Figure 1. PDN straps and rails.
Pins as bars on the die edge.
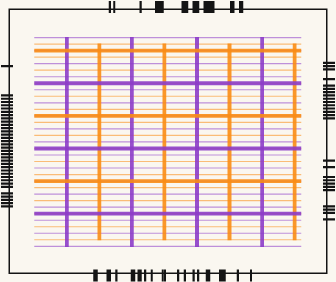
Figure 2. Cell classes on the final placement.
Scale bar: 50 microns.
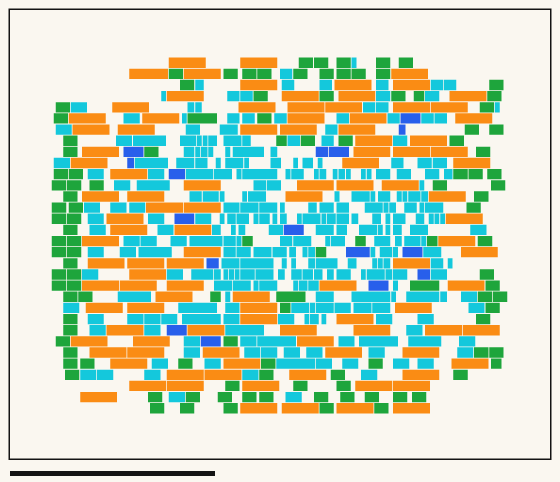
Figure 3. Clock distribution.
Scale bar: 50 microns.
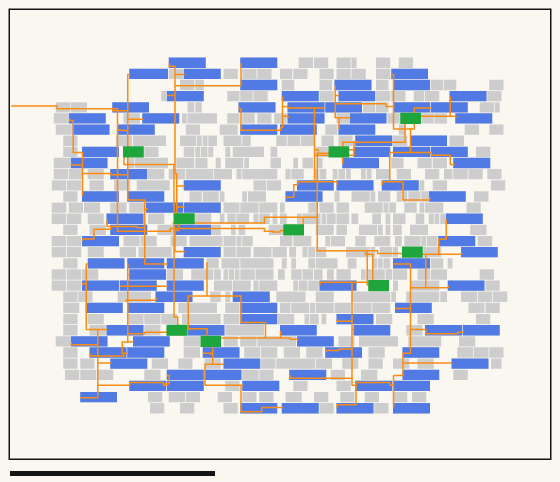
## src/rtl/lu_pkg.sv

```systemverilog
// Shared types for the slice-serial logic unit: op encoding and FSM states.
package lu_pkg;

  typedef enum logic [2:0] {
    LU_AND   = 3'b000,
    LU_OR    = 3'b001,
    LU_XOR   = 3'b010,
    LU_NAND  = 3'b011,
    LU_NOR   = 3'b100,
    LU_XNOR  = 3'b101,
    LU_ANDN  = 3'b110,
    LU_PASSA = 3'b111
  } lu_op_t;

  typedef enum logic [1:0] {
    IDLE = 2'b00,
    RUN  = 2'b01,
    DONE = 2'b10
  } lu_state_t;

endpackage

```

## src/rtl/lu_slice.sv

```systemverilog
// Combinational W-bit logic slice: every function is built from per-bit gate
// primitives and the op selects one of them.
module lu_slice
  import lu_pkg::*;
#(
  parameter int W = 8
) (
  input  logic [W-1:0] a,
  input  logic [W-1:0] b,
  input  lu_op_t       op,
  output logic [W-1:0] y
);

  logic [W-1:0] and_s, or_s, xor_s, nand_s, nor_s, xnor_s, nb_s, andn_s;

  for (genvar i = 0; i < W; i++) begin : g_bit
    and  u_and  (and_s[i],  a[i], b[i]);
    or   u_or   (or_s[i],   a[i], b[i]);
    xor  u_xor  (xor_s[i],  a[i], b[i]);
    nand u_nand (nand_s[i], a[i], b[i]);
    nor  u_nor  (nor_s[i],  a[i], b[i]);
    xnor u_xnor (xnor_s[i], a[i], b[i]);
    not  u_nb   (nb_s[i],   b[i]);
    and  u_andn (andn_s[i], a[i], nb_s[i]);
  end

  // Function select
  always_comb begin
    y = {W{1'b0}};
    case (op)
      LU_AND:   y = and_s;
      LU_OR:    y = or_s;
      LU_XOR:   y = xor_s;
      LU_NAND:  y = nand_s;
      LU_NOR:   y = nor_s;
      LU_XNOR:  y = xnor_s;
      LU_ANDN:  y = andn_s;
      LU_PASSA: y = a;
      default:  y = {W{1'b0}};
    endcase
  end

endmodule

```

## src/rtl/logic_unit_seq.sv

```systemverilog
// Slice-serial bitwise logic unit with valid/ready handshakes on both sides.
// Build option LU_FLAGS_EN enables the zero/all-ones result flags.
module logic_unit_seq
  import lu_pkg::*;
#(
  parameter int N     = 32,
  parameter int SLICE = 8
) (
  input  logic         clk,
  input  logic         rst_n,
  input  logic         in_valid,
  output logic         in_ready,
  input  logic [2:0]   op,
  input  logic [N-1:0] in_1,
  input  logic [N-1:0] in_2,
  output logic         out_valid,
  input  logic         out_ready,
  output logic [N-1:0] out,
  output logic         zero,
  output logic         ones
);

  localparam int NS = N / SLICE;
  localparam int CW = (NS > 1) ? $clog2(NS) : 1;
  localparam logic [CW-1:0] CNT_LAST = CW'(NS - 1);

  lu_state_t      state_r, state_s;
  logic [N-1:0]   a_r, b_r, out_r;
  lu_op_t         op_r;
  logic [CW-1:0]  cnt_r;
  logic           in_ready_r, out_valid_r;
  logic [SLICE-1:0] a_sl_s, b_sl_s, res_sl_s;

  assign a_sl_s = a_r[int'(cnt_r)*SLICE +: SLICE];
  assign b_sl_s = b_r[int'(cnt_r)*SLICE +: SLICE];

  lu_slice #(.W(SLICE)) u_slice (
    .a  (a_sl_s),
    .b  (b_sl_s),
    .op (op_r),
    .y  (res_sl_s)
  );

  // Next-state decode
  always_comb begin
    state_s = state_r;
    case (state_r)
      IDLE: begin
        if (in_valid) state_s = RUN;
        else          state_s = IDLE;
      end
      RUN: begin
        if (cnt_r == CNT_LAST) state_s = DONE;
        else                   state_s = RUN;
      end
      DONE: begin
        if (out_ready) state_s = IDLE;
        else           state_s = DONE;
      end
      default: state_s = IDLE;
    endcase
  end

  // State register with handshake flags decoded from the next state
  always_ff @(posedge clk or negedge rst_n) begin
    if (!rst_n) begin
      state_r     <= IDLE;
      in_ready_r  <= 1'b1;
      out_valid_r <= 1'b0;
    end else begin
      state_r     <= state_s;
      in_ready_r  <= (state_s == IDLE);
      out_valid_r <= (state_s == DONE);
    end
  end

  // Operand capture, slice counter and result write-back
  always_ff @(posedge clk or negedge rst_n) begin
    if (!rst_n) begin
      a_r   <= {N{1'b0}};
      b_r   <= {N{1'b0}};
      op_r  <= LU_AND;
      cnt_r <= {CW{1'b0}};
      out_r <= {N{1'b0}};
    end else begin
      case (state_r)
        IDLE: begin
          if (in_valid) begin
            a_r   <= in_1;
            b_r   <= in_2;
            op_r  <= lu_op_t'(op);
            cnt_r <= {CW{1'b0}};
          end
        end
        RUN: begin
          out_r[int'(cnt_r)*SLICE +: SLICE] <= res_sl_s;
          // Counter parks on the last slice so NS=1 never indexes past out.
          if (cnt_r != CNT_LAST) cnt_r <= cnt_r + CW'(1);
        end
        default: ;
      endcase
    end
  end

`ifdef LU_FLAGS_EN
  logic zero_r, ones_r;

  // Zero/all-ones accumulators, folded one slice per RUN cycle
  always_ff @(posedge clk or negedge rst_n) begin
    if (!rst_n) begin
      zero_r <= 1'b0;
      ones_r <= 1'b0;
    end else begin
      case (state_r)
        IDLE: begin
          if (in_valid) begin
            zero_r <= 1'b1;
            ones_r <= 1'b1;
          end
        end
        RUN: begin
          zero_r <= zero_r & (res_sl_s == {SLICE{1'b0}});
          ones_r <= ones_r & (res_sl_s == {SLICE{1'b1}});
        end
        default: ;
      endcase
    end
  end

  assign zero = zero_r;
  assign ones = ones_r;
`else
  assign zero = 1'b0;
  assign ones = 1'b0;
`endif

  assign in_ready  = in_ready_r;
  assign out_valid = out_valid_r;
  assign out       = out_r;

endmodule

```

## config.mk

```make
export PLATFORM = sky130hd
export DESIGN_NAME = logic_unit_seq
export DESIGN_NICKNAME = d
export VERILOG_FILES = /design/src/rtl/lu_pkg.sv /design/src/rtl/lu_slice.sv /design/src/rtl/logic_unit_seq.sv
export SDC_FILE = /design/constraint.sdc
export NUM_CORES = 1
export LEC_CHECK = 0
export CAP_MARGIN = 20
export CORE_ASPECT_RATIO = 0.8
export CORE_MARGIN = 10
export CORE_UTILIZATION = 54
export CTS_BUF_LIST = sky130_fd_sc_hd__clkbuf_8
export DETAILED_ROUTE_END_ITERATION = 10
export PLACE_DENSITY = 0.83
export SLEW_MARGIN = 5
export SYNTH_ARGS = -nofsm -noshare
export SYNTH_HDL_FRONTEND = slang
export SYNTH_SLANG_ARGS = --single-unit
```

## constraint.sdc

```tcl
create_clock -name clk -period 2.99 [get_ports clk]
set_clock_uncertainty 0.1 [all_clocks]
set_input_delay 0.598 -clock clk [delete_from_list [all_inputs] [get_ports clk]]
set_output_delay 0.598 -clock clk [all_outputs]
set_load 0.02 [all_outputs]
```

==> results.ini <==
[outcome]
status = finished clean

[logic_synthesis]
synthTopCellsByCount = 104 x dfrtp_1, 68 x mux2_2, 29 x ha_1, 22 x a22o_1, 22 x inv_1
ys_seq_frac = 0.487
syn_area_sq_um = 5400
synthTopCellsByArea = dfrtp_1 48%, mux2_2 14%, ha_1 6.7%
yosysChipArea_sq_um = 5400
yosysCellCount = 416
synthArstFlopShare = 1.00
top_cell = dfrtp_1

[final_timing]
setup_slack_ns = 0.128
rsz0062_at_grt = false
max_clock_freq_mhz = 349
hold_slack_ns = 0.00230
maxSlewHeadroom = 0.330
hold_violations = 0

[setup_path]
worstPathArrival_ns = 3.02
criticalPathCategory = register to register
end_kind = register

[cells_and_area]
diodes = 0
layout.cells.non_filler = 656
most-common-layout-cells = 104 x dfrtp_1, 103 x clkdlybuf4s50_1, 68 x mux2_2, 29 x ha_1

[cts]
cts_buffer_depth = 2
cts_tree = built
root_buffer = clkbuf_8

[detailed_routing]
vias_per_cell = 5.60
met3RoutedLength_microns = 739
postRouteWirelength_microns = 12600
highest-signal-layer = met4

[placement]
dp.cells = 640
port_buffers = 104
gp_congestion = 0.813

[min_path]
hold_path.class = input pin to async pin

[grt]
busiest_layer = met2
grt_pass1_wl_microns = 20900
grtUsageTotal = 0.179
grt_util_met3 = 0.0483
gr-total-overflow = 0

-- Figure 1 (at the start) --
[VDD] orange
[VSS] purple
met1 rails: 33
rows: 32
met4 straps: 8
signal pins: 107
met5 straps: 6
core area: 9690 sq um
VDD IR max: 530 uV
die width: 132 microns

-- Figure 2 (at the start) --
[flip-flops] orange | cells: 105 | share of their area: 40%
[all other logic] cyan | cells: 284 | share of their area: 40%
[clock drivers and dummy loads] blue | cells: 16 | share of their area: 2.8%
[other buffers and delay cells] green | cells: 115 | share of their area: 18%
Final Cell Area: 6780 sq um
num rows: 32
sequential share of cell area: 0.388

-- Figure 3 (at the start) --
[clock wires] orange | length: 1200 microns
[cells driving clock nets] green | count: 9
[flip-flops] blue | count: 105
flops lie: all over the die
routed clock nets: 10
Clock group: 0.847 mW
Clock Power Share: 0.107
clk_lat worst skew: 0.38 ns

[final timing paths]
check,startpoint,to,slack (ns),cells past startpoint
min,rst_n,a_r[13]$_DFFE_PN0P_,0.002,1
min in group clk,out[19]$_DFFE_PN0P_,out[19]$_DFFE_PN0P_,0.41,1
min reg2reg,out[19]$_DFFE_PN0P_,out[19]$_DFFE_PN0P_,0.41,1
max in group asynchronous,rst_n,in_ready$_DFF_PN1_,2.05,2
max,cnt_r[0]$_DFFE_PN0P_,out[15]$_DFFE_PN0P_,0.13,8
max reg2reg,cnt_r[0]$_DFFE_PN0P_,out[15]$_DFFE_PN0P_,0.13,8
[report_power, final]
group          internal, mW  switching (mW)
Combinational          2.23            2.22
Sequential             2.08           0.507
Clock                 0.320           0.526
Total                  4.63            3.26
[area by class of cell]
cell class,instances,area share
Multi-Input combinational cell,262,0.377
Timing Repair Buffer,115,0.171
Clock buffer,9,0.0183
Clock inverter,7,0.00941
Inverter,22,0.0122
Tap cell,136,0.0251
Sequential cell,105,0.388
[logic make-up (layout without fill, tap and decap cells)]
kind of cell / after synthesis / count (layout) / share of synthesized area
compound gates: 74 / 74 / 0.108
fa+ha+maj: 29 / 29 / 0.0672
buf+inv: 50 / 153 / 0.0426
flops: 105 / 105 / 0.487
mux: 96 / 96 / 0.237
other cells: 1 / 2 / 0.000695
simple gates: 61 / 61 / 0.0582
[sequential cells by signal, summed over array words and instances (netlist names)]
signal	cells
out	32
out_valid	1
b_r	32
state_r	2
in_ready	1
cnt_r	2
a_r	32
op_r	3
[worst register-to-register path, stage by stage, from the launching register on]
cell      delay, ns
dfrtp_1        0.48
buf_12         0.21
mux4_1         0.60
inv_1          0.10
ha_1           0.26
mux2_2         0.28
o221ai_1       0.20
o221ai_1       0.25
a22o_1         0.27
Power figures rest on the tool's default switching activity, not on a simulated workload.
